`config.mk`:
```
export PLATFORM = sky130hd
export DESIGN_NAME = mc_request_queue_flat
export DESIGN_NICKNAME = d
export VERILOG_FILES = /design/src/rtl/mc_request_queue_if.sv /design/src/rtl/mc_request_queue.sv /design/src/flat_wrapper.sv
export SDC_FILE = /design/constraint.sdc
export NUM_CORES = 1
export LEC_CHECK = 0
export CORE_UTILIZATION = 64
export CTS_CLUSTER_SIZE = 12
export DETAILED_ROUTE_END_ITERATION = 12
export PLACE_DENSITY = 0.93
export SYNTH_ARGS = -nofsm -noshare
export SYNTH_HDL_FRONTEND = slang
export SYNTH_SLANG_ARGS = --single-unit
```
`constraint.sdc`:
```
create_clock -name clock -period 11.2 [get_ports clock]
set_clock_uncertainty 0.2 [all_clocks]
set_input_delay 2.24 -clock clock [delete_from_list [all_inputs] [get_ports clock]]
set_output_delay 2.24 -clock clock [all_outputs]
set_load 0.01 [all_outputs]
```
`src/rtl/mc_request_queue_if.sv`:
```
// Trace-entry path from parser to DRAM scheduler: parser strobe/data, scheduler handshake, queue status.
interface mc_request_queue_if #(
  parameter int DEPTH       = 16,
  parameter int ADDR_WIDTH  = 36,
  parameter int MEMOP_WIDTH = 2,
  parameter int TIME_WIDTH  = 12,
  parameter int CYCLE_WIDTH = 64
);
  localparam int ENTRY_WIDTH = TIME_WIDTH + MEMOP_WIDTH + ADDR_WIDTH;
  localparam int CNT_WIDTH   = $clog2(DEPTH) + 1;

  logic [CYCLE_WIDTH-1:0] cycle;
  logic                   data_rdy;
  logic [ENTRY_WIDTH-1:0] data_read;
  logic                   data_req;
  logic                   out_valid;
  logic                   out_ready;
  logic [MEMOP_WIDTH-1:0] out_cmd;
  logic [ADDR_WIDTH-1:0]  out_addr;
  logic [TIME_WIDTH-1:0]  out_time;
  logic [CNT_WIDTH-1:0]   count;
  logic                   full;
  logic                   empty;
  logic                   overflow;
  logic                   bad_cmd;

  modport master (
    output cycle, data_rdy, data_read, out_ready,
    input  data_req, out_valid, out_cmd, out_addr, out_time,
    input  count, full, empty, overflow, bad_cmd
  );

  modport slave (
    input  cycle, data_rdy, data_read, out_ready,
    output data_req, out_valid, out_cmd, out_addr, out_time,
    output count, full, empty, overflow, bad_cmd
  );
endinterface

```
`src/rtl/mc_request_queue.sv`:
```
// Timestamp-gated in-order request FIFO between trace parser and DRAM scheduler; 1-cycle enqueue-to-head latency.
// Backpressure: data_req throttles the parser with one slot of slack; the head waits on out_ready and its timestamp.
module mc_request_queue #(
  parameter int DEPTH       = 16,
  parameter int ADDR_WIDTH  = 36,
  parameter int MEMOP_WIDTH = 2,
  parameter int TIME_WIDTH  = 12,
  parameter int CYCLE_WIDTH = 64
) (
  input logic clock,
  input logic reset_n,
  mc_request_queue_if.slave bus
);
  localparam int PTR_WIDTH = $clog2(DEPTH);
  localparam int CNT_WIDTH = PTR_WIDTH + 1;

  typedef struct packed {
    logic [TIME_WIDTH-1:0]  t;
    logic [MEMOP_WIDTH-1:0] cmd;
    logic [ADDR_WIDTH-1:0]  addr;
  } entry_t;

  entry_t               mem [DEPTH];
  logic [PTR_WIDTH-1:0] wr_ptr;
  logic [PTR_WIDTH-1:0] rd_ptr;
  logic [CNT_WIDTH-1:0] cnt;
  logic [CNT_WIDTH-1:0] cnt_nxt;
  logic                 rdy_q;
  logic                 ovf_q;
  logic                 bad_q;
  logic                 req_q;

  entry_t in_ent;
  entry_t head;
  logic   strobe;
  logic   is_bad;
  logic   is_full;
  logic   is_empty;
  logic   head_due;
  logic   deq;
  logic   push;
  logic   drop;

  assign in_ent   = entry_t'(bus.data_read);
  assign head     = mem[rd_ptr];
  assign strobe   = bus.data_rdy & ~rdy_q;
  assign is_bad   = (in_ent.cmd == MEMOP_WIDTH'(3));
  assign is_full  = (cnt == CNT_WIDTH'(DEPTH));
  assign is_empty = (cnt == '0);
  assign head_due = ({{(CYCLE_WIDTH-TIME_WIDTH){1'b0}}, head.t} <= bus.cycle);
  assign deq      = ~is_empty & head_due & bus.out_ready;
  // A full queue still accepts when the head leaves on the same edge.
  assign push     = strobe & ~is_bad & (~is_full | deq);
  assign drop     = strobe & ~is_bad & is_full & ~deq;
  assign cnt_nxt  = cnt + CNT_WIDTH'(push) - CNT_WIDTH'(deq);

  always_ff @(posedge clock) begin
    if (!reset_n) begin
      wr_ptr <= '0;
      rd_ptr <= '0;
      cnt    <= '0;
      rdy_q  <= 1'b0;
      ovf_q  <= 1'b0;
      bad_q  <= 1'b0;
      req_q  <= 1'b0;
    end else begin
      rdy_q  <= bus.data_rdy;
      bad_q  <= strobe & is_bad;
      cnt    <= cnt_nxt;
      req_q  <= (cnt_nxt <= CNT_WIDTH'(DEPTH - 2));
      if (drop) ovf_q <= 1'b1;
      if (push) wr_ptr <= wr_ptr + 1'b1;
      if (deq)  rd_ptr <= rd_ptr + 1'b1;
    end
  end

  always_ff @(posedge clock) begin
    if (reset_n && push) mem[wr_ptr] <= in_ent;
  end

  assign bus.out_valid = ~is_empty & head_due;
  assign bus.out_cmd   = is_empty ? '0 : head.cmd;
  assign bus.out_addr  = is_empty ? '0 : head.addr;
  assign bus.out_time  = is_empty ? '0 : head.t;
  assign bus.count     = cnt;
  assign bus.full      = is_full;
  assign bus.empty     = is_empty;
  assign bus.overflow  = ovf_q;
  assign bus.bad_cmd   = bad_q;
  assign bus.data_req  = req_q;
endmodule

```
`src/flat_wrapper.sv`:
```
// flat-port wrapper written by rule: the top's interface ports become plain ports
module mc_request_queue_flat 
#(
  parameter int DEPTH       = 16,
  parameter int ADDR_WIDTH  = 36,
  parameter int MEMOP_WIDTH = 2,
  parameter int TIME_WIDTH  = 12,
  parameter int CYCLE_WIDTH = 64
)
  (clock, reset_n, bus_cycle, bus_data_rdy, bus_data_read, bus_out_ready, bus_data_req, bus_out_valid, bus_out_cmd, bus_out_addr, bus_out_time, bus_count, bus_full, bus_empty, bus_overflow, bus_bad_cmd);
  mc_request_queue_if #(.DEPTH(DEPTH), .ADDR_WIDTH(ADDR_WIDTH), .MEMOP_WIDTH(MEMOP_WIDTH), .TIME_WIDTH(TIME_WIDTH), .CYCLE_WIDTH(CYCLE_WIDTH)) bus_i ();
  input logic clock;
  input logic reset_n;
  input wire logic [$bits(bus_i.cycle)-1:0] bus_cycle;
  input wire logic [$bits(bus_i.data_rdy)-1:0] bus_data_rdy;
  input wire logic [$bits(bus_i.data_read)-1:0] bus_data_read;
  input wire logic [$bits(bus_i.out_ready)-1:0] bus_out_ready;
  output wire logic [$bits(bus_i.data_req)-1:0] bus_data_req;
  output wire logic [$bits(bus_i.out_valid)-1:0] bus_out_valid;
  output wire logic [$bits(bus_i.out_cmd)-1:0] bus_out_cmd;
  output wire logic [$bits(bus_i.out_addr)-1:0] bus_out_addr;
  output wire logic [$bits(bus_i.out_time)-1:0] bus_out_time;
  output wire logic [$bits(bus_i.count)-1:0] bus_count;
  output wire logic [$bits(bus_i.full)-1:0] bus_full;
  output wire logic [$bits(bus_i.empty)-1:0] bus_empty;
  output wire logic [$bits(bus_i.overflow)-1:0] bus_overflow;
  output wire logic [$bits(bus_i.bad_cmd)-1:0] bus_bad_cmd;
  assign bus_i.cycle = bus_cycle;
  assign bus_i.data_rdy = bus_data_rdy;
  assign bus_i.data_read = bus_data_read;
  assign bus_i.out_ready = bus_out_ready;
  assign bus_data_req = bus_i.data_req;
  assign bus_out_valid = bus_i.out_valid;
  assign bus_out_cmd = bus_i.out_cmd;
  assign bus_out_addr = bus_i.out_addr;
  assign bus_out_time = bus_i.out_time;
  assign bus_count = bus_i.count;
  assign bus_full = bus_i.full;
  assign bus_empty = bus_i.empty;
  assign bus_overflow = bus_i.overflow;
  assign bus_bad_cmd = bus_i.bad_cmd;
  mc_request_queue #(.DEPTH(DEPTH), .ADDR_WIDTH(ADDR_WIDTH), .MEMOP_WIDTH(MEMOP_WIDTH), .TIME_WIDTH(TIME_WIDTH), .CYCLE_WIDTH(CYCLE_WIDTH)) u_core (.clock(clock), .reset_n(reset_n), .bus(bus_i));
endmodule
```
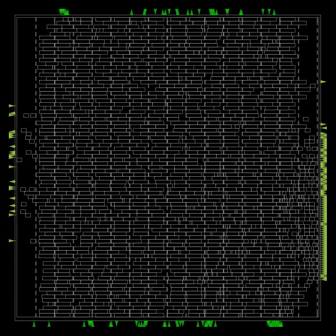
*Placed standard cells*
Filler cells: 2353
flop count: 821

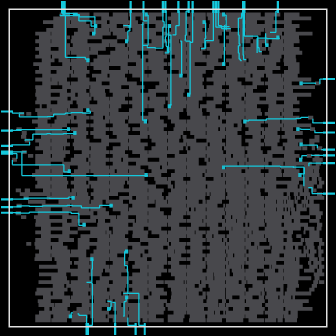
*Port wiring*
legend:
  cyan:
    port: bus_out_addr
    bits: 36
    direction: output
    end_cells: 36
    buffers: 36
    wire: 1860 µm
IO Pins: 179
PortBufs: 178

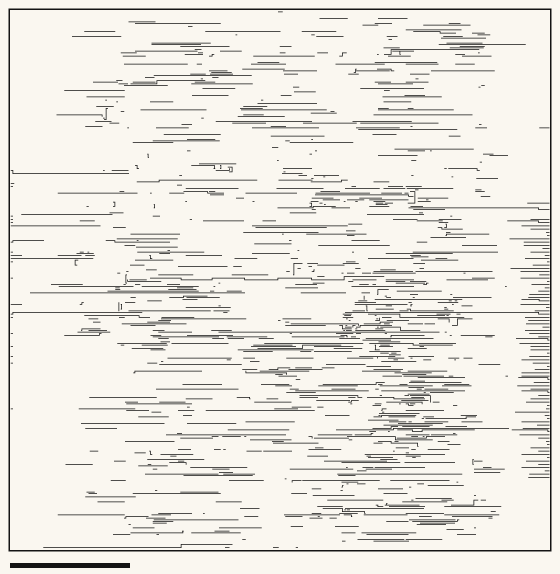
*Metal 3*
Scale bar: 50 µm.
share of all routed wire: 12%
main direction: horizontal
wire length on this layer: 9890 µm
total routed wirelength: 84950 µm
met3 Usage GRT: 0.07551

==> run_results.csv <==
group,metric,value,unit
status,run_status,"complete, no violations",
worst_setup_path,timing.critical_path.to_type,"output pin",
detailed_routing,wirelength_met1,28250,µm
clock_tree,clkSlewWorstSetupHoldPaths,0.07,ns
clock_tree,cts-htree-levels,3,
placed_design,detailed_place_hpwl,38270,µm
clock_tree,clock_buffer_depth,3,
detailed_routing,drc_errors_left,0,
final_timing,report.final.setup_viol,0,
final_layout,final_cells,2266,
hold_path,min_path_type,"reg2reg",
final_layout,largest_register_ffs,800,
power_and_ir_drop,p_switching,2.015,mW
power_and_ir_drop,design_power_total,7.737,mW
detailed_routing,detail_route.wl_per_cell,37.49,µm
job,stage_log_warnings,33,
power_and_ir_drop,biggest_power_consumer_among_the_groups,"sequential cells",
final_layout,finalNetCount,1697,
final_timing,grt_setup_unrepaired,"false",
power_and_ir_drop,comb_power_share,0.220,
clock_tree,ctsHoldBuffers,0,
floorplanning,width_of_the_die,224.9,µm
power_and_ir_drop,seq_cell_power,3.49,mW
final_timing,maxClockFrequency,125.0,MHz
synthesis,synth_stat.cells,1352,
final_layout,layout.cells.most_common,"sky130_fd_sc_hd__edfxtp_1",
worst_setup_path,critical_path.cell_chain,"buf_4 > mux4_2 > mux4_2 > inv_1 > ha_1 > nand4_1 > nor3_1 > nor3_1 > nand4_1 > nor2_1 > nor2_1 > clkdlybuf4s50_1",
synthesis,synth-seq-area-share,0.7688,
worst_setup_path,timing.critical_path.to,"bus_out_valid",
final_timing,fin_crit_sh,0.7141,
hold_path,hold_path_startpoint,"u_core.rdy_q",
synthesis,postSynthNetCount,1494,
floorplanning,fp.dieArea,50570,µm²
power_and_ir_drop,clock_share_of_power,0.329,
grt,globalRouteOverflowTotal,0,
worst_setup_path,critical_path_arrival,5.56,ns
power_and_ir_drop,max-vdd-ir-drop,0.1862,mV
worst_setup_path,cp_slowest_stage_delay,0.93,ns
final_layout,post_route_standard_cell_area_excluding_fillers,36630,µm²
final_layout,layout_top_cells,"sky130_fd_sc_hd__edfxtp_1, sky130_fd_sc_hd__mux4_2, sky130_fd_sc_hd__clkdlybuf4s50_1",
power_and_ir_drop,p_per_area,211.2,nW/µm²
worst_setup_path,setup.reg_to_reg.worst_slack,4.69,ns
floorplanning,core_area,48950,µm²
worst_setup_path,element_type_at_the_critical_path_start,"flip-flop",
synthesis,synthDistinctLibCells,39,
worst_setup_path,ff2ff_path_depth,12,
clock_tree,ctsRootBufferMaster,"sky130_fd_sc_hd__clkbuf_16",
clock_tree,cts_tree,"yes",
detailed_routing,route.antenna.remaining_nets,0,
clock_tree,clock_latency,0.65,ns
final_timing,worst_hold_slack,0.2988,ns
detailed_routing,drt_iter0_markers,2840,
worst_setup_path,critical_path_peak_fanout,72,
synthesis,post_syn_instances,1352,
placed_design,post-place-cells,2137,
power_and_ir_drop,internal_power,5.722,mW
placed_design,post-place-ws,3.809,ns
detailed_routing,dr_wl_met3,9893,µm
power_and_ir_drop,clockNetworkPower,2.55,mW
synthesis,yosys_register_bits,821,
placed_design,placedInstanceArea,34300,µm²
clock_tree,cts-buffers-inserted,80,
synthesis,edf_count,800,
final_layout,syn_to_final_growth,15.22,%
synthesis,synth-area-yosys,31790,µm²
detailed_routing,vias,16665,
worst_setup_path,crit-reg2reg-capture,"u_core.mem[4][28]",
power_and_ir_drop,p_comb,1.70,mW
job,max_cap_viol_count,0,
grt,wire_length_of_the_first_global_routing_pass,119900,µm
detailed_routing,wl_met2,42460,µm
placed_design,gp_congestion,0.7472,
grt,gr-usage-met1,0.4466,
detailed_routing,detailedRoute.firstPassIterationCount,7,
final_timing,fin_tns_setup,0,ns
floorplanning,floorplanUtilization,0.6495,
final_timing,final.setup.worst_slack,3.202,ns
power_and_ir_drop,netSwitchingFraction,0.2604,
grt,globalRoute.busiestLayer,"met2",
worst_setup_path,crit_required,8.76,ns
power_and_ir_drop,sequentialPowerShare,0.451,
final_timing,min_period,7.998,ns
[logic make-up (layout without fill, tap and decap cells)]
group / Yosys count / count (layout) / share of synthesized area
xor+xnor: 5 / 5 / 0.001377
compound gates: 25 / 25 / 0.005273
simple gates: 133 / 133 / 0.02519
fa+ha+maj: 24 / 24 / 0.009681
mux: 253 / 253 / 0.1780
buf+inv: 91 / 336 / 0.01165
flops: 821 / 821 / 0.7688
other cells: 0 / 5 / 0
[layout make-up]
cell class	count	area (µm²)	area share
sequential	821	24460	0.6676
multi-input combinational	440	7062	0.1928
clock buffer	117	2257	0.06161
timing repair buffer	185	1847	0.05041
tap	664	830.8	0.02268
inverter	27	101.3	0.002766
clock inverter	7	65.06	0.001776
antenna	5	12.51	0.0003415
[worst max-delay path: cells and delay by family (launching register included)]
kind                     cells  cell delay (ns)
flip-flops                   1             0.79
adder cells (fa/ha/maj)      1             0.27
buffers and inverters        3             1.65
multiplexers                 2             0.95
AND/OR/NAND/NOR              6             1.18
[cells in the mapped netlist, types with 7 or more instances]
cell type                    n  area [µm²]
sky130_fd_sc_hd__nor4_1     13       81.33
sky130_fd_sc_hd__dfxtp_1    21       420.4
sky130_fd_sc_hd__nor2_1     11       41.29
sky130_fd_sc_hd__ha_1       23       287.8
sky130_fd_sc_hd__edfxtp_1  800       24020
sky130_fd_sc_hd__mux4_2    250        5630
sky130_fd_sc_hd__nand2_1     9       33.78
sky130_fd_sc_hd__buf_2      23       115.1
sky130_fd_sc_hd__clkbuf_1   38       142.6
sky130_fd_sc_hd__a21oi_1     7       35.03
sky130_fd_sc_hd__nor2b_1    55       344.1
sky130_fd_sc_hd__nand4_1     7       43.79
sky130_fd_sc_hd__inv_1      27       101.4
sky130_fd_sc_hd__and2_1      9       56.30
sky130_fd_sc_hd__and3_1     12       75.07
Power and IR drop assume default switching activity.
